===== src/rtl/gate2_bist_pkg.sv =====
// Shared types, constants and pattern generators for the 2-input gate BIST.
// Latency: n/a (declarations only).
// Backpressure: n/a.
package gate2_bist_pkg;

    typedef enum logic [2:0] {
        FUNC_NOR  = 3'd0,
        FUNC_NAND = 3'd1,
        FUNC_AND  = 3'd2,
        FUNC_OR   = 3'd3,
        FUNC_XOR  = 3'd4
    } func_e;

    typedef enum logic [2:0] {
        ST_IDLE,
        ST_DRIVE,
        ST_WAIT,
        ST_CHECK,
        ST_DONE
    } state_e;

    localparam int NUM_PAT_BASE = 4;
    localparam int NUM_PAT_CB   = 4;
    // Generators are this wide; callers truncate to their gate width (<= 64).
    localparam int PAT_MAX_W    = 64;

    function automatic logic [PAT_MAX_W-1:0] pattern_a();
        return {(PAT_MAX_W/2){2'b01}};
    endfunction

    function automatic logic [PAT_MAX_W-1:0] pattern_b();
        return ~pattern_a();
    endfunction

endpackage


===== src/rtl/gate2_bist_if.sv =====
// Bundle between the BIST engine (master) and the gate vector / test controller.
// Latency: n/a (wires only).
// Backpressure: none; start is a level sampled by the engine when idle.
interface gate2_bist_if #(
    parameter int WIDTH = 1
);
    logic             start;
    logic [WIDTH-1:0] in1;
    logic [WIDTH-1:0] in2;
    logic [WIDTH-1:0] dut_out;
    logic             busy;
    logic             done;
    logic             pass;
    logic [WIDTH-1:0] fail_mask;
    logic [3:0]       err_count;

    modport master (
        input  start, dut_out,
        output in1, in2, busy, done, pass, fail_mask, err_count
    );

    modport slave (
        output start, dut_out,
        input  in1, in2, busy, done, pass, fail_mask, err_count
    );
endinterface


===== src/rtl/gate2_ref_model.sv =====
// Golden 2-input gate vector: exp = FUNC(in1, in2) bitwise.
// Latency: combinational.
// Backpressure: none.
module gate2_ref_model
    import gate2_bist_pkg::*;
#(
    parameter int WIDTH = 1,
    parameter int FUNC  = 0
) (
    input  logic [WIDTH-1:0] in1,
    input  logic [WIDTH-1:0] in2,
    output logic [WIDTH-1:0] exp
);
    localparam func_e F = func_e'(3'(FUNC));

    always_comb begin
        exp = '0;
        case (F)
            FUNC_NOR:  exp = ~(in1 | in2);
            FUNC_NAND: exp = ~(in1 & in2);
            FUNC_AND:  exp = in1 & in2;
            FUNC_OR:   exp = in1 | in2;
            FUNC_XOR:  exp = in1 ^ in2;
            default:   exp = '0;
        endcase
    end
endmodule


===== src/rtl/gate2_bist.sv =====
// Exhaustive-pattern BIST for a 2-input gate vector; GATE2_BIST_CHECKERBOARD_EN adds 4 checkerboard patterns.
// Latency: (2+PAT_LAT) cycles per pattern, done one cycle after the last check.
// Backpressure: none; start is ignored while busy.
module gate2_bist
    import gate2_bist_pkg::*;
#(
    parameter int WIDTH   = 1,
    parameter int FUNC    = 0,
    parameter int PAT_LAT = 1
) (
    input  logic         clk,
    input  logic         rst_n,
    gate2_bist_if.master bus
);
`ifdef GATE2_BIST_CHECKERBOARD_EN
    localparam int NUM_PAT = NUM_PAT_BASE + NUM_PAT_CB;
    localparam int IDX_W   = 3;
    localparam logic [WIDTH-1:0] PAT_A = WIDTH'(pattern_a());
    localparam logic [WIDTH-1:0] PAT_B = WIDTH'(pattern_b());
`else
    localparam int NUM_PAT = NUM_PAT_BASE;
    localparam int IDX_W   = 2;
`endif
    localparam logic [IDX_W-1:0] LAST_IDX = IDX_W'(NUM_PAT - 1);

    state_e           state;
    logic [IDX_W-1:0] idx;
    logic [3:0]       wait_cnt;
    logic [WIDTH-1:0] in1_q, in2_q, fail_mask_q;
    logic [3:0]       err_q;
    logic             busy_q, done_q, pass_q;
    logic [WIDTH-1:0] pat_in1, pat_in2, exp_w, mismatch;

    // Index bits select the pattern: bit0 -> in2 level, bit1 -> in1 level, bit2 -> checkerboard set.
    always_comb begin
        pat_in1 = idx[1] ? '1 : '0;
        pat_in2 = idx[0] ? '1 : '0;
`ifdef GATE2_BIST_CHECKERBOARD_EN
        if (idx[2]) begin
            pat_in1 = idx[1] ? PAT_B : PAT_A;
            pat_in2 = idx[0] ? PAT_B : PAT_A;
        end
`endif
    end

    gate2_ref_model #(.WIDTH(WIDTH), .FUNC(FUNC)) u_ref (
        .in1 (in1_q),
        .in2 (in2_q),
        .exp (exp_w)
    );

    assign mismatch = bus.dut_out ^ exp_w;

    always_ff @(posedge clk or negedge rst_n) begin
        if (!rst_n) begin
            state       <= ST_IDLE;
            idx         <= '0;
            wait_cnt    <= '0;
            in1_q       <= '0;
            in2_q       <= '0;
            fail_mask_q <= '0;
            err_q       <= '0;
            busy_q      <= 1'b0;
            done_q      <= 1'b0;
            pass_q      <= 1'b0;
        end else begin
            done_q <= 1'b0;
            case (state)
                ST_IDLE, ST_DONE: begin
                    if (bus.start) begin
                        state       <= ST_DRIVE;
                        idx         <= '0;
                        fail_mask_q <= '0;
                        err_q       <= '0;
                        pass_q      <= 1'b0;
                        busy_q      <= 1'b1;
                    end
                end
                ST_DRIVE: begin
                    in1_q    <= pat_in1;
                    in2_q    <= pat_in2;
                    wait_cnt <= 4'(PAT_LAT);
                    state    <= (PAT_LAT > 0) ? ST_WAIT : ST_CHECK;
                end
                ST_WAIT: begin
                    wait_cnt <= wait_cnt - 4'd1;
                    if (wait_cnt == 4'd1) state <= ST_CHECK;
                end
                ST_CHECK: begin
                    fail_mask_q <= fail_mask_q | mismatch;
                    if ((|mismatch) && (err_q != 4'hF)) err_q <= err_q + 4'd1;
                    if (idx == LAST_IDX) begin
                        state  <= ST_DONE;
                        done_q <= 1'b1;
                        busy_q <= 1'b0;
                        pass_q <= ~|(fail_mask_q | mismatch);
                        in1_q  <= '0;
                        in2_q  <= '0;
                    end else begin
                        idx   <= idx + 1'b1;
                        state <= ST_DRIVE;
                    end
                end
                default: state <= ST_IDLE;
            endcase
        end
    end

    assign bus.in1       = in1_q;
    assign bus.in2       = in2_q;
    assign bus.busy      = busy_q;
    assign bus.done      = done_q;
    assign bus.pass      = pass_q;
    assign bus.fail_mask = fail_mask_q;
    assign bus.err_count = err_q;

endmodule


===== src/flat_wrapper.sv =====
// flat-port wrapper written by rule: the top's interface ports become plain ports
module gate2_bist_flat import gate2_bist_pkg::*;
#(
    parameter int WIDTH   = 1,
    parameter int FUNC    = 0,
    parameter int PAT_LAT = 1
)
  (clk, rst_n, bus_start, bus_dut_out, bus_in1, bus_in2, bus_busy, bus_done, bus_pass, bus_fail_mask, bus_err_count);
  gate2_bist_if #(.WIDTH(WIDTH)) bus_i ();
  input  logic clk;
  input  logic rst_n;
  input wire logic [$bits(bus_i.start)-1:0] bus_start;
  input wire logic [$bits(bus_i.dut_out)-1:0] bus_dut_out;
  output wire logic [$bits(bus_i.in1)-1:0] bus_in1;
  output wire logic [$bits(bus_i.in2)-1:0] bus_in2;
  output wire logic [$bits(bus_i.busy)-1:0] bus_busy;
  output wire logic [$bits(bus_i.done)-1:0] bus_done;
  output wire logic [$bits(bus_i.pass)-1:0] bus_pass;
  output wire logic [$bits(bus_i.fail_mask)-1:0] bus_fail_mask;
  output wire logic [$bits(bus_i.err_count)-1:0] bus_err_count;
  assign bus_i.start = bus_start;
  assign bus_i.dut_out = bus_dut_out;
  assign bus_in1 = bus_i.in1;
  assign bus_in2 = bus_i.in2;
  assign bus_busy = bus_i.busy;
  assign bus_done = bus_i.done;
  assign bus_pass = bus_i.pass;
  assign bus_fail_mask = bus_i.fail_mask;
  assign bus_err_count = bus_i.err_count;
  gate2_bist #(.WIDTH(WIDTH), .FUNC(FUNC), .PAT_LAT(PAT_LAT)) u_core (.clk(clk), .rst_n(rst_n), .bus(bus_i));
endmodule

===== config.mk =====
export PLATFORM = sky130hd
export DESIGN_NAME = gate2_bist_flat
export DESIGN_NICKNAME = d
export VERILOG_FILES = /design/src/rtl/gate2_bist_pkg.sv /design/src/rtl/gate2_bist_if.sv /design/src/rtl/gate2_ref_model.sv /design/src/rtl/gate2_bist.sv /design/src/flat_wrapper.sv
export SDC_FILE = /design/constraint.sdc
export NUM_CORES = 1
export LEC_CHECK = 0
export ABC_AREA = 1
export CAP_MARGIN = 20
export CORE_MARGIN = 2
export CORE_UTILIZATION = 50
export CTS_CLUSTER_SIZE = 40
export DETAILED_ROUTE_END_ITERATION = 16
export PLACE_DENSITY = 0.75
export REMOVE_ABC_BUFFERS = 1
export SLEW_MARGIN = 20
export SYNTH_ARGS = -nofsm -noshare
export SYNTH_HDL_FRONTEND = slang
export SYNTH_SLANG_ARGS = --single-unit

===== constraint.sdc =====
create_clock -name clk -period 1.6 [get_ports clk]
set_clock_uncertainty 0.05 [all_clocks]
set_input_delay 0.48 -clock clk [delete_from_list [all_inputs] [get_ports clk]]
set_output_delay 0.48 -clock clk [all_outputs]
set_load 0.05 [all_outputs]

==> flow_summary.html, run 1 <==
<h3>Flow metrics</h3>
<table>
<tr><th>Metric</th><th>Value</th></tr>
<tr><th colspan="2">Floorplan</th></tr>
<tr><td>Tap Count</td><td>25</td></tr>
<tr><th colspan="2">Worst setup path</th></tr>
<tr><td>Start point of the critical path</td><td>u_core.bus.err_count[0]</td></tr>
<tr><td>Cell count of the worst reg-to-reg path</td><td>8</td></tr>
<tr><td>End of the worst register-to-register path</td><td>u_core.bus.err_count[2]</td></tr>
<tr><td>Critical Setup Path Class</td><td>flop to output pin</td></tr>
<tr><td>Worst reg2reg path startpoint</td><td>u_core.bus.err_count[0]</td></tr>
<tr><td>Type of element capturing the critical path</td><td>output pin</td></tr>
<tr><th colspan="2">CTS</th></tr>
<tr><td>Root buffer cell</td><td>clkbuf_4</td></tr>
<tr><td>Setup Fix Bufs, Post-CTS</td><td>0</td></tr>
<tr><th colspan="2">Outcome</th></tr>
<tr><td>Result of the run</td><td>complete, no violations</td></tr>
<tr><th colspan="2">Logic synthesis</th></tr>
<tr><td>Cell types with the largest area share after synthesis</td><td>dfrtp_1, nand2_1, nand3_1, inv_1, ha_1</td></tr>
<tr><td>Library cell with the highest instance count after synthesis</td><td>nand2_1</td></tr>
<tr><td>Aoi share</td><td>between 7 and 8%</td></tr>
<tr><td>Post-synth design cell area</td><td>942.2 sq um</td></tr>
<tr><td>Synthesis area per yosys</td><td>942.2 sq um</td></tr>
<tr><th colspan="2">Layout</th></tr>
<tr><td>Tally of filler cells in the layout</td><td>138</td></tr>
<tr><td>Multi-input gate area</td><td>402.9 sq um</td></tr>
<tr><td>Fraction of layout instances using a drive strength above 1</td><td>13.53%</td></tr>
<tr><td>Most common library cell in the layout ignoring fill and taps</td><td>nand2_1</td></tr>
<tr><th colspan="2">Pwr</th></tr>
<tr><td>Total power of the final layout</td><td>2001 uW</td></tr>
<tr><td>Leakage power of the design</td><td>0.0006243 uW</td></tr>
<tr><th colspan="2">STA</th></tr>
<tr><td>Final setup slack of the worst path</td><td>125.4 ps</td></tr>
<tr><td>Setup TNS</td><td>0 ps</td></tr>
<tr><td>Headroom to the max-slew limit</td><td>around four fifths</td></tr>
<tr><th colspan="2">Drt</th></tr>
<tr><td>Drt first-iter violations</td><td>25</td></tr>
<tr><th colspan="2">Placement</th></tr>
<tr><td>HPWL after detailed placement</td><td>1452 microns</td></tr>
</table>
run 1: state kept, by name, indices dropped and copies added (netlist names), 2 cells and up:
| name | cells |
|---|---|
| u_core.bus.err_count | 4 |
| u_core.state | 3 |
| u_core.idx | 2 |
| u_core.wait_cnt | 4 |
run 1: metal layers:
metal / wire length (microns) / part of all wire [%] / GRT usage [%] / up-vias
li1: - / - / - / 406
met1: 802 / 44 / 24.33 / 361
met2: 922 / 51 / 31.35 / 22
met3: 64 / 3.5 / 2.264 / 6
met4: 34 / 1.9 / 11.11 / 0
met5: 0 / 0 / 0 / -
run 1: power by group through the flow:
stage	registers, uW	logic (uW)	clock network (uW)
2_1_floorplan	875	528	0
3_3_place_gp	755	975	0
3_5_place_dp	767	1010	0
4_1_cts	756	1010	241
5_1_grt	774	1130	255
6_report	756	1010	235
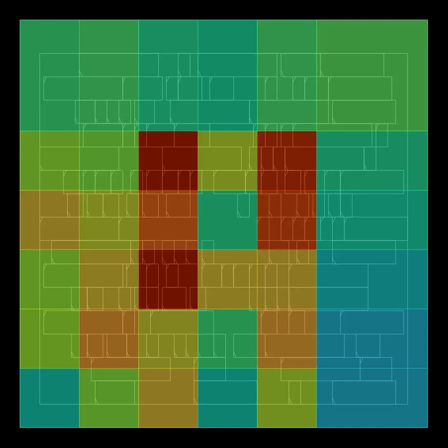
*Routing congestion, run 1*
met2 usage: 31.35%
overall fraction of global-route tracks in use: 19.12%
global-route track usage on met1: 24.33%
met3 track demand over resource in global routing: 2.264%

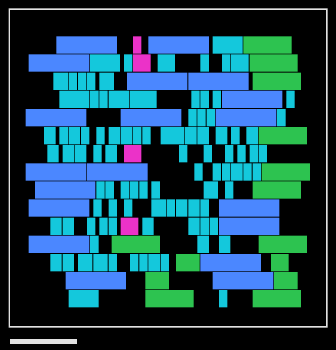
*Placed cells, one colour a class, run 1*
Scale bar: 10 microns.
- cyan: combinational and other logic (cells 96)
- green: remaining buffers and delay cells (cells 14)
- blue: sequential cells (cells 19)
- magenta: clock drivers and dummy loads (cells 4)
Seq/total area: 38.42%
utilization after layout: 70.90%
area inside the core boundary: 1745 sq um

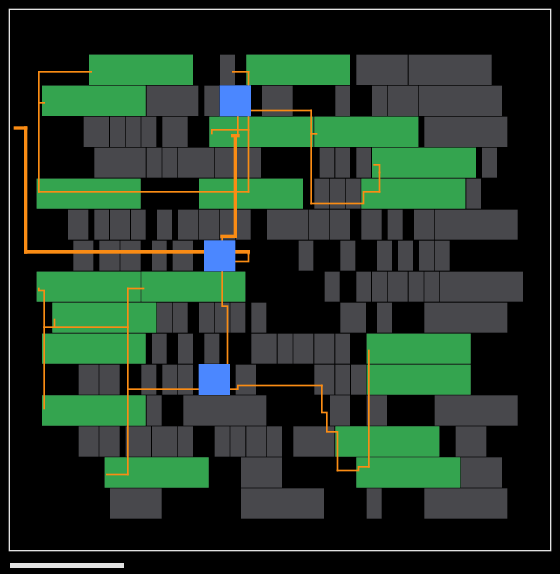
*Clock wires, drivers and flops, run 1*
Scale bar: 10 microns.
- orange: clock wires (length 217 microns)
- green: flip-flops (count 19)
- blue: clock drivers (count 3)
- routed clock nets: 4
- flops lie: all over the die
power share of the clock group: 11.7%
clock network latency to the later pin of the worst-skew pair: 290 ps
P_clk: 235 uW

==> run 2, diff against run 1 <==
ABC_AREA = not set   (was 1)
PLACE_DENSITY = 0.74   (was 0.75)
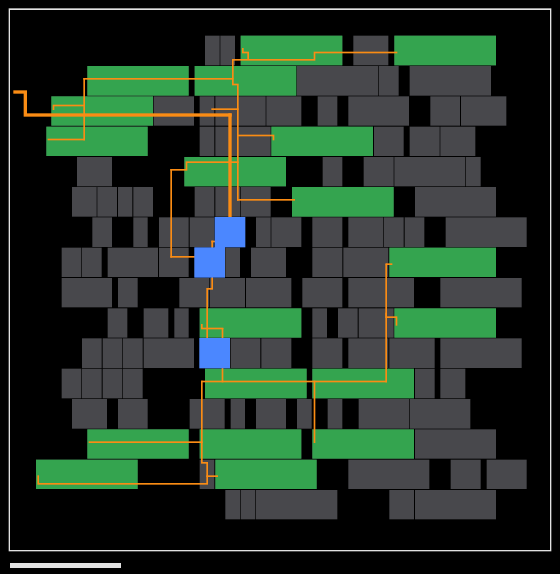
*Clock wires, drivers and flops, run 2*
Scale bar: 10 microns.
- blue: clock drivers (count 3)
- orange: clock wires (length 208 microns)
- green: flip-flops (count 19)
- routed clock nets: 4
- flops lie: all over the die
P_clk: 234 uW
power share of the clock group: 9.4%
clock network latency to the later pin of the worst-skew pair: 280 ps

==> run 2 against run 1 <==
Effect of this change: routed wire length is 20% higher; count of clock-buffer cells in the layout stayed put; synthesized cell count is 15% lower; power is 24% higher; synthesized area is 5.2% higher; global-route usage is 0.11 points higher; non-clock buffer count is 12 higher; clock power hardly changed; via count is 3.6% higher; sequential power is 4.5% higher; maximum frequency is 4.3% lower; critical path type is now input pin to flop.
==> flow_summary.html, run 2 <==
<h3>Flow metrics</h3>
<table>
<tr><th>Metric</th><th>Value</th></tr>
<tr><th colspan="2">Pwr</th></tr>
<tr><td>Total combinational power</td><td>between 1000 and 1500 uW</td></tr>
<tr><td>Leakage power of the design</td><td>0.0006356 uW</td></tr>
<tr><td>Largest power group</td><td>combinational logic</td></tr>
<tr><td>Power in sequential cells</td><td>790 uW</td></tr>
<tr><th colspan="2">Worst setup path</th></tr>
<tr><td>Worst reg2reg path startpoint</td><td>u_core.bus.in2</td></tr>
<tr><td>Cell count of the worst reg-to-reg path</td><td>4</td></tr>
<tr><td>End of the worst register-to-register path</td><td>u_core.bus.err_count[0]</td></tr>
<tr><td>Type of element capturing the critical path</td><td>flop</td></tr>
<tr><td>Critical Setup Path Class</td><td>input pin to flop</td></tr>
<tr><td>Start point of the critical path</td><td>bus_dut_out</td></tr>
<tr><th colspan="2">Logic synthesis</th></tr>
<tr><td>Synthesis area per yosys</td><td>991.0 sq um</td></tr>
<tr><td>Cell types with the largest area share after synthesis</td><td>dfrtp_1, a21oi_1, ha_1, mux2i_1, nand2_1</td></tr>
<tr><td>Basic Gates by Area</td><td>roughly 15%</td></tr>
<tr><td>Aoi share</td><td>22.35%</td></tr>
<tr><td>Post-synth design cell area</td><td>991.0 sq um</td></tr>
<tr><td>Library cell with the highest instance count after synthesis</td><td>dfrtp_1</td></tr>
<tr><th colspan="2">STA</th></tr>
<tr><td>Tightest Pin Transition</td><td>239.1 ps</td></tr>
<tr><td>Headroom to the max-slew limit</td><td>83.84%</td></tr>
<tr><td>Setup TNS</td><td>0 ps</td></tr>
<tr><th colspan="2">Layout</th></tr>
<tr><td>Most common library cell in the layout ignoring fill and taps</td><td>dfrtp_1</td></tr>
<tr><td>Most used cells in the layout excluding fill and tap cells</td><td>dfrtp_1, buf_4, buf_12, nand2_1, a21oi_1</td></tr>
<tr><th colspan="2">CTS</th></tr>
<tr><td>Root buffer cell</td><td>clkbuf_4</td></tr>
<tr><td>Setup Fix Bufs, Post-CTS</td><td>1</td></tr>
<tr><th colspan="2">Placement</th></tr>
<tr><td>HPWL after detailed placement</td><td>1543 microns</td></tr>
<tr><th colspan="2">Outcome</th></tr>
<tr><td>Result of the run</td><td>complete, no violations</td></tr>
<tr><th colspan="2">Drt</th></tr>
<tr><td>Drt first-iter violations</td><td>16</td></tr>
<tr><th colspan="2">Floorplan</th></tr>
<tr><td># IOs</td><td>14</td></tr>
<tr><td>Area inside the core boundary</td><td>1922 sq um</td></tr>
<tr><th colspan="2">Global routing</th></tr>
<tr><td>Overall fraction of global-route tracks in use</td><td>19.23%</td></tr>
</table>
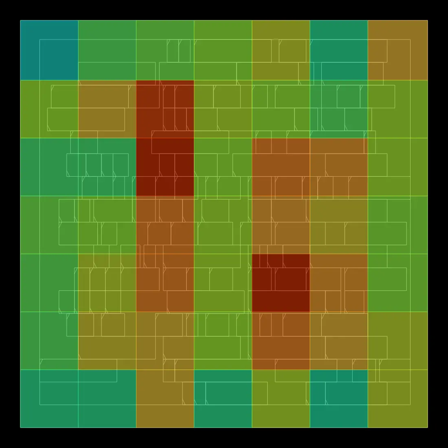
*Routing congestion, run 2*
global-route track usage on met1: 22.02%
detail-routed net length per standard cell: 14.58 microns
met2 usage: 36.11%
utilization after layout: 72.07%
most heavily used metal layer in global routing: met2

-- run 2: stage by stage --
stage | hold slack [ps] | setup slack, ps | cell area [sq um] | total power (uW)
floorplan | 134.4 | -101.1 | 957.2 | 1584
global placement | 448.3 | -321.9 | 1311 | 2126
detailed placement | 464.2 | -380.8 | 1311 | 2185
CTS | 478.4 | -45.32 | 1366 | 2455
global route | 461.7 | 18.04 | 1385 | 2662
finish | 445.1 | 59.46 | 1385 | 2485
-- run 2: layout make-up --
cell class | count | area [sq um]
multi-input combinational | 67 | 485.5
tap | 27 | 33.78
fill | 142 | 536.8
clock buffer | 4 | 26.28
timing repair buffer | 26 | 336.6
sequential | 19 | 476.7
inverter | 7 | 26.28
-- run 2: routing by layer --
layer	track usage, %	wire length (microns)
met1	22.02	894
met4	6.667	34
met3	3.086	72
met5	0	0
met2	36.11	1185
==> run 3, diff against run 2 <==
ABC_CLOCK_PERIOD_IN_PS = 1600   (was not set)
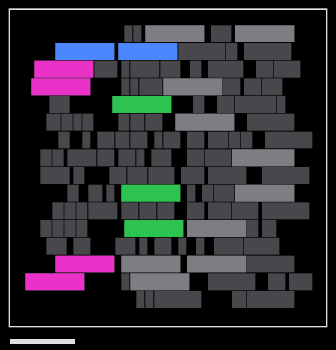
*Register map, names as in the netlist, run 3*
Scale bar: 10 microns. Other sequential cells in the stronger grey, the rest of the logic in the fainter grey.
- blue: `u_core.idx` (placed flops 2)
- magenta: `u_core.wait_cnt` (placed flops 4)
- green: `u_core.state` (placed flops 3)
- not coloured: 10
power in sequential cells: 790 uW
Seq/total area: 34.42%
register area: 476.7 sq um

==> run 3 against run 2 <==
Effect of this change: register-to-register slack barely moved; final cell count unchanged; count of clock-buffer cells in the layout did not move; synthesized cell count unchanged.
==> flow_summary.html, run 3 <==
<h3>Flow metrics</h3>
<table>
<tr><th>Metric</th><th>Value</th></tr>
<tr><th colspan="2">Placement</th></tr>
<tr><td>Post-place instance area</td><td>1311 sq um</td></tr>
<tr><th colspan="2">Drt</th></tr>
<tr><td>Wire length on met2</td><td>around 1200 microns</td></tr>
<tr><td>Drt first-iter violations</td><td>16</td></tr>
<tr><th colspan="2">Pwr</th></tr>
<tr><td>Power share of the clock group</td><td>9.4%</td></tr>
<tr><td>P_clk</td><td>234 uW</td></tr>
<tr><td>Largest power group</td><td>combinational logic</td></tr>
<tr><th colspan="2">Logic synthesis</th></tr>
<tr><td>Aoi share</td><td>22.35%</td></tr>
<tr><td>Cell types with the largest area share after synthesis</td><td>dfrtp_1, a21oi_1, ha_1, mux2i_1, nand2_1</td></tr>
<tr><td>Library cell with the highest instance count after synthesis</td><td>dfrtp_1</td></tr>
<tr><th colspan="2">Layout</th></tr>
<tr><td>Buffer count excluding the clock tree in the final layout</td><td>26</td></tr>
<tr><td>Number of multi-input combinational cells in the layout</td><td>67</td></tr>
<tr><td>Final-layout clock-cell area share</td><td>1.897%</td></tr>
<tr><td>Fraction of layout instances using a drive strength above 1</td><td>30.89%</td></tr>
<tr><td>Logic inverters</td><td>7</td></tr>
<tr><td>Most common library cell in the layout ignoring fill and taps</td><td>dfrtp_1</td></tr>
<tr><th colspan="2">STA</th></tr>
<tr><td>Tightest Pin Transition</td><td>approximately 240 ps</td></tr>
<tr><td>Final setup slack of the worst path</td><td>59.46 ps</td></tr>
<tr><th colspan="2">CTS</th></tr>
<tr><td>Clock network latency to the later pin of the worst-skew pair</td><td>approximately 280 ps</td></tr>
<tr><th colspan="2">Worst setup path</th></tr>
<tr><td>Type of element capturing the critical path</td><td>flop</td></tr>
<tr><th colspan="2">Outcome</th></tr>
<tr><td>Result of the run</td><td>complete, no violations</td></tr>
<tr><th colspan="2">Global routing</th></tr>
<tr><td>Global-route track usage on met1</td><td>about 22%</td></tr>
</table>
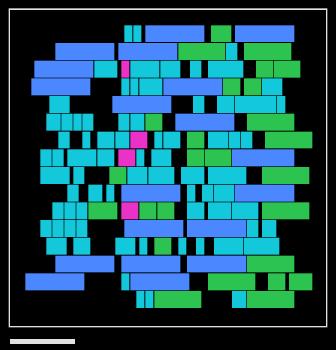
*Placed cells, one colour a class, run 3*
Scale bar: 10 microns.
Final Cell Area: 1385 sq um
number of standard-cell rows in the floorplan: 16
area inside the core boundary: 1922 sq um

-- run 3: cell counts after synthesis --
Identical to the previous run, type by type.
-- run 3: final timing paths --
| kind | startpoint | to | slack (ps) | cells after the start |
|---|---|---|---|---|
| max in group asynchronous | rst_n | u_core.bus.err_count[3] | 810 | 2 |
| min in group asynchronous | rst_n | u_core.bus.pass | 470 | 2 |
| worst max-delay path | bus_dut_out | u_core.bus.err_count[0] | 60 | 5 |
| worst min register to register | u_core.idx[0] | u_core.idx[0] | 490 | 1 |
| worst min-delay path | bus_start | u_core.state[2] | 450 | 3 |
| worst max register to register | u_core.bus.in2 | u_core.bus.err_count[0] | 70 | 4 |
-- run 3: critical path: stages --
cell,delay [ps]
dlygate4sd2_1,250
or3_4,390
a21o_4,240
a21oi_4,140
mux2i_1,200

## Gallery

Gate families picked out.
panel A
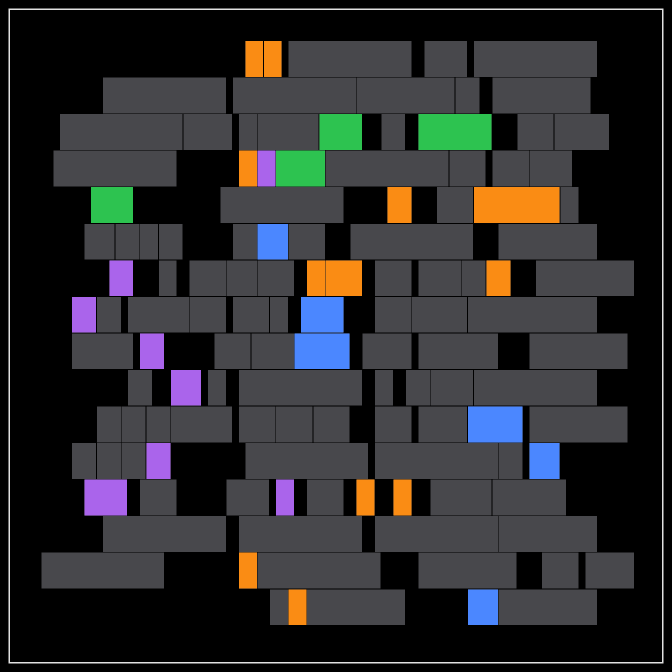
panel B
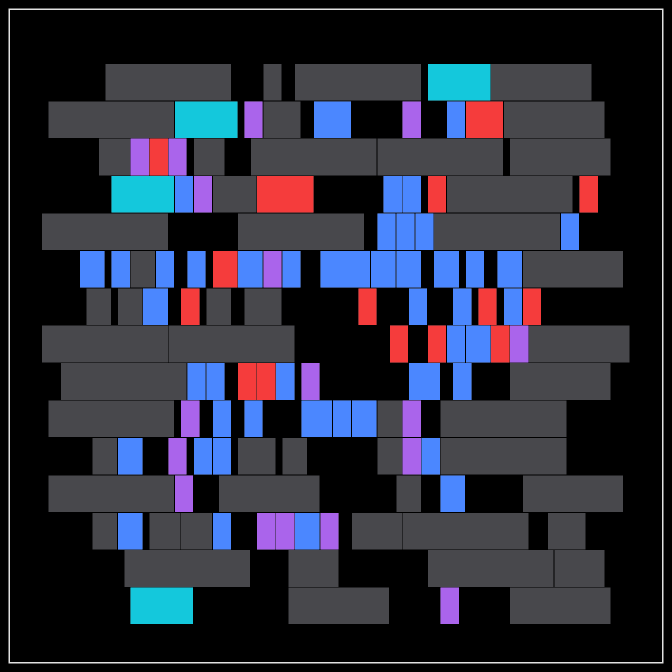
| picture | from |
|---|---|
| panel A | run 2 |
| panel B | run 1 |

Power figures rest on the tool's default switching activity, not on a simulated workload.
